`config.mk`:
```
export PLATFORM = sky130hd
export DESIGN_NAME = sddr_init_seq
export DESIGN_NICKNAME = d
export VERILOG_FILES = /design/src/rtl/sddr_init_seq.sv
export SDC_FILE = /design/constraint.sdc
export NUM_CORES = 1
export LEC_CHECK = 0
export CORE_MARGIN = 2
export CORE_UTILIZATION = 50
export DETAILED_ROUTE_END_ITERATION = 16
export PLACE_DENSITY = 0.82
export SETUP_SLACK_MARGIN = 0.05
export SLEW_MARGIN = 20
export SYNTH_ARGS = -nofsm -noshare
export SYNTH_HDL_FRONTEND = slang
export SYNTH_SLANG_ARGS = --single-unit
```
`constraint.sdc`:
```
create_clock -name cpu_clock_i -period 3 [get_ports cpu_clock_i]
set_clock_uncertainty 0.2 [all_clocks]
set_input_delay 0.6 -clock cpu_clock_i [delete_from_list [all_inputs] [get_ports cpu_clock_i]]
set_output_delay 0.6 -clock cpu_clock_i [all_outputs]
set_load 0.1 [all_outputs]
```
`src/rtl/sddr_init_seq.sv`:
```
// DDR3 power-up sequencer: walks the controller's register port through reset release,
// CKE, PRECHARGE-ALL and ZQCL with timed waits, then hands the bus to the controller.
module sddr_init_seq #(
    parameter int          T_RESET     = 20000,
    parameter int          T_CKE       = 50000,
    parameter int          T_XPR       = 30,
    parameter int          T_RP        = 2,
    parameter int          T_ZQINIT    = 52,
    parameter logic [31:0] FINAL_STATE = 32'h0000_002F
) (
    input  logic        cpu_clock_i,
    input  logic        reset_i,
    input  logic        start_i,
    output logic        busy_o,
    output logic        done_o,
    output logic [3:0]  step_o,
    output logic        ctrl_cmd_valid,
    output logic [15:0] ctrl_cmd_address,
    output logic [31:0] ctrl_cmd_data,
    output logic        ctrl_cmd_write,
    input  logic        ctrl_cmd_ack
);

    localparam logic [3:0] ST_IDLE     = 4'd0;
    localparam logic [3:0] ST_W_RST0   = 4'd1;
    localparam logic [3:0] ST_WAIT_RST = 4'd2;
    localparam logic [3:0] ST_W_RST1   = 4'd3;
    localparam logic [3:0] ST_WAIT_CKE = 4'd4;
    localparam logic [3:0] ST_W_CKE    = 4'd5;
    localparam logic [3:0] ST_WAIT_XPR = 4'd6;
    localparam logic [3:0] ST_W_PREA   = 4'd7;
    localparam logic [3:0] ST_WAIT_RP  = 4'd8;
    localparam logic [3:0] ST_W_ZQCL   = 4'd9;
    localparam logic [3:0] ST_WAIT_ZQ  = 4'd10;
    localparam logic [3:0] ST_W_FIN    = 4'd11;
    localparam logic [3:0] ST_DONE     = 4'd12;

    function automatic int max2(input int a, input int b);
        if (a > b) begin
            max2 = a;
        end else begin
            max2 = b;
        end
    endfunction

    localparam int T_MAX = max2(max2(max2(T_RESET, T_CKE), max2(T_XPR, T_RP)), T_ZQINIT);
    localparam int CW    = $clog2(T_MAX) + 1;

    // Each write state is immediately followed by its wait state, so the load value keys off the write.
    function automatic logic [CW-1:0] wait_load(input logic [3:0] st);
        case (st)
            ST_W_RST0: wait_load = CW'(T_RESET - 1);
            ST_W_RST1: wait_load = CW'(T_CKE - 1);
            ST_W_CKE:  wait_load = CW'(T_XPR - 1);
            ST_W_PREA: wait_load = CW'(T_RP - 1);
            ST_W_ZQCL: wait_load = CW'(T_ZQINIT - 1);
            default:   wait_load = {CW{1'b0}};
        endcase
    endfunction

    function automatic logic is_write(input logic [3:0] st);
        case (st)
            ST_W_RST0, ST_W_RST1, ST_W_CKE, ST_W_PREA, ST_W_ZQCL, ST_W_FIN: is_write = 1'b1;
            default: is_write = 1'b0;
        endcase
    endfunction

    // Command writes target the override register 0x0004; everything else goes to 0x0000.
    function automatic logic [15:0] cmd_addr(input logic [3:0] st);
        case (st)
            ST_W_PREA, ST_W_ZQCL: cmd_addr = 16'h0004;
            default:              cmd_addr = 16'h0000;
        endcase
    endfunction

    function automatic logic [31:0] cmd_data(input logic [3:0] st);
        case (st)
            ST_W_RST0: cmd_data = 32'h0000_0000;
            ST_W_RST1: cmd_data = 32'h0000_0003;
            ST_W_CKE:  cmd_data = 32'h0000_0023;
            ST_W_PREA: cmd_data = 32'h0000_0012;
            ST_W_ZQCL: cmd_data = 32'h0000_0016;
            ST_W_FIN:  cmd_data = FINAL_STATE;
            default:   cmd_data = 32'h0000_0000;
        endcase
    endfunction

    logic [3:0]    state_r;
    logic [3:0]    state_s;
    logic [CW-1:0] cnt_r;
    logic [CW-1:0] cnt_s;
    logic          accept_s;

    assign accept_s       = ctrl_cmd_valid & ctrl_cmd_ack;
    assign ctrl_cmd_write = 1'b1;
    assign step_o         = state_r;

    // Next-state and wait-counter logic.
    always_comb begin
        state_s = state_r;
        cnt_s   = cnt_r;
        case (state_r)
            ST_IDLE, ST_DONE: begin
                if (start_i) begin
                    state_s = ST_W_RST0;
                end else begin
                    state_s = state_r;
                end
            end
            ST_W_RST0, ST_W_RST1, ST_W_CKE, ST_W_PREA, ST_W_ZQCL: begin
                if (accept_s) begin
                    state_s = state_r + 4'd1;
                    cnt_s   = wait_load(state_r);
                end else begin
                    state_s = state_r;
                end
            end
            ST_W_FIN: begin
                if (accept_s) begin
                    state_s = ST_DONE;
                end else begin
                    state_s = state_r;
                end
            end
            ST_WAIT_RST, ST_WAIT_CKE, ST_WAIT_XPR, ST_WAIT_RP, ST_WAIT_ZQ: begin
                if (cnt_r == {CW{1'b0}}) begin
                    state_s = state_r + 4'd1;
                end else begin
                    cnt_s = cnt_r - CW'(1);
                end
            end
            default: begin
                state_s = ST_IDLE;
            end
        endcase
    end

    // State, counter and registered bus/status outputs, all derived from the next state.
    always_ff @(posedge cpu_clock_i or posedge reset_i) begin
        if (reset_i) begin
            state_r          <= ST_IDLE;
            cnt_r            <= {CW{1'b0}};
            ctrl_cmd_valid   <= 1'b0;
            ctrl_cmd_address <= 16'h0000;
            ctrl_cmd_data    <= 32'h0000_0000;
            busy_o           <= 1'b0;
            done_o           <= 1'b0;
        end else begin
            state_r        <= state_s;
            cnt_r          <= cnt_s;
            ctrl_cmd_valid <= is_write(state_s);
            if (is_write(state_s)) begin
                ctrl_cmd_address <= cmd_addr(state_s);
                ctrl_cmd_data    <= cmd_data(state_s);
            end else begin
                ctrl_cmd_address <= ctrl_cmd_address;
                ctrl_cmd_data    <= ctrl_cmd_data;
            end
            busy_o <= (state_s != ST_IDLE) && (state_s != ST_DONE);
            done_o <= (state_s == ST_DONE);
        end
    end

endmodule
```
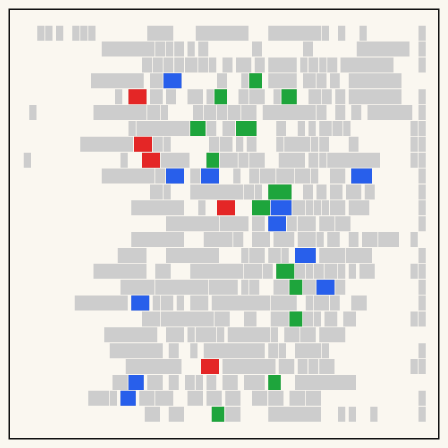
gates.png
| colour | family | cells | most used |
|---|---|---|---|
| blue | non-inverting ao/oa cells | 11 | o31a_1 |
| green | and/or cells | 13 | and2_1 |
| red | xor and xnor cells | 5 | xnor2_1 |
most numerous logic cell after layout: conb_1
fin cells: 360

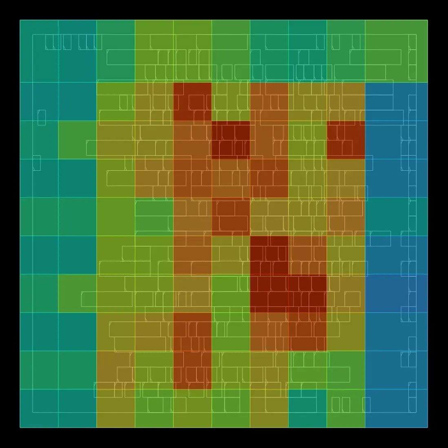
congestion_map.png
M2 GR Usage: 30.83%
met3 Use GR: 4.664%
per-cell routed wire length: 13.92 um
GRT Total Usage: 19.94%

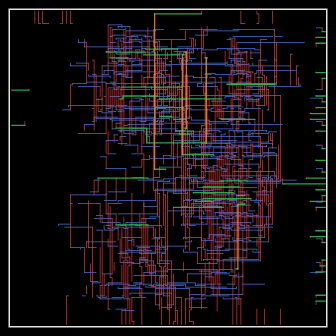
layers.png
| colour | layer | wire length |
|---|---|---|
| orange | M4 | 112 um |
| green | M3 | 291 um |
| blue | M1 | 2130 um |
| red | M2 | 2480 um |
via count: 2021
WL final: 5011 um

==> results.sh <==
# yosys + openroad results
export IMPL_hpwl_um=3807
export IMPL_edf_count=0
export IMPL_core_area_mm2=0.004692
export IMPL_max_freq_ghz=0.3552
export IMPL_mappedNetlistArea_mm2=0.002404
export IMPL_grt_max_degree=32
export IMPL_top_area_share_pct=32.27
export IMPL_drc_errors=0
export IMPL_yosys_area_share_simple_pct=19.21
export IMPL_crit_family="simple AND/OR/NAND/NOR gates"
export IMPL_dr_wl_met3_um=291
export IMPL_crit_required_ns=2.96
export IMPL_crit_path_max_fanout=13
export IMPL_ff2ff_path_depth=9
export IMPL_drtAntennaViolNets=0
export IMPL_ys_sh_mux_pct=0.8329
export IMPL_nNonClkBuffers=32
export IMPL_final_clk_cell_share_pct=3.861
export IMPL_crit_chain="inv_1 > ha_1 > a2bb2oi_1 > and2_4 > nand2_1 > o2bb2ai_1 > nor4_1 > xnor2_1 > nor2_1"
export IMPL_grt_overflow=0
export IMPL_mostFrequentLayoutCells="conb_1, o21ai_0, buf_4, dfrtp_1, nor2_1"
export IMPL_xor_area_share_pct=1.822
export IMPL_nNonClkInverters=15
export IMPL_comb_share_pct=51.54
export IMPL_cts_setup_buffers=0
export IMPL_compound_area_share_pct=23.01
export IMPL_num_io_pins=60
export IMPL_outcome="finished, final reports clean"
export IMPL_grt_pass1_wl_um=8383
export IMPL_fin_crit_ns=2.816
export IMPL_synth_async_reset_ratio_pct=100.0
export IMPL_yosys_warnings=0
export IMPL_yosys_area_mm2=0.002404
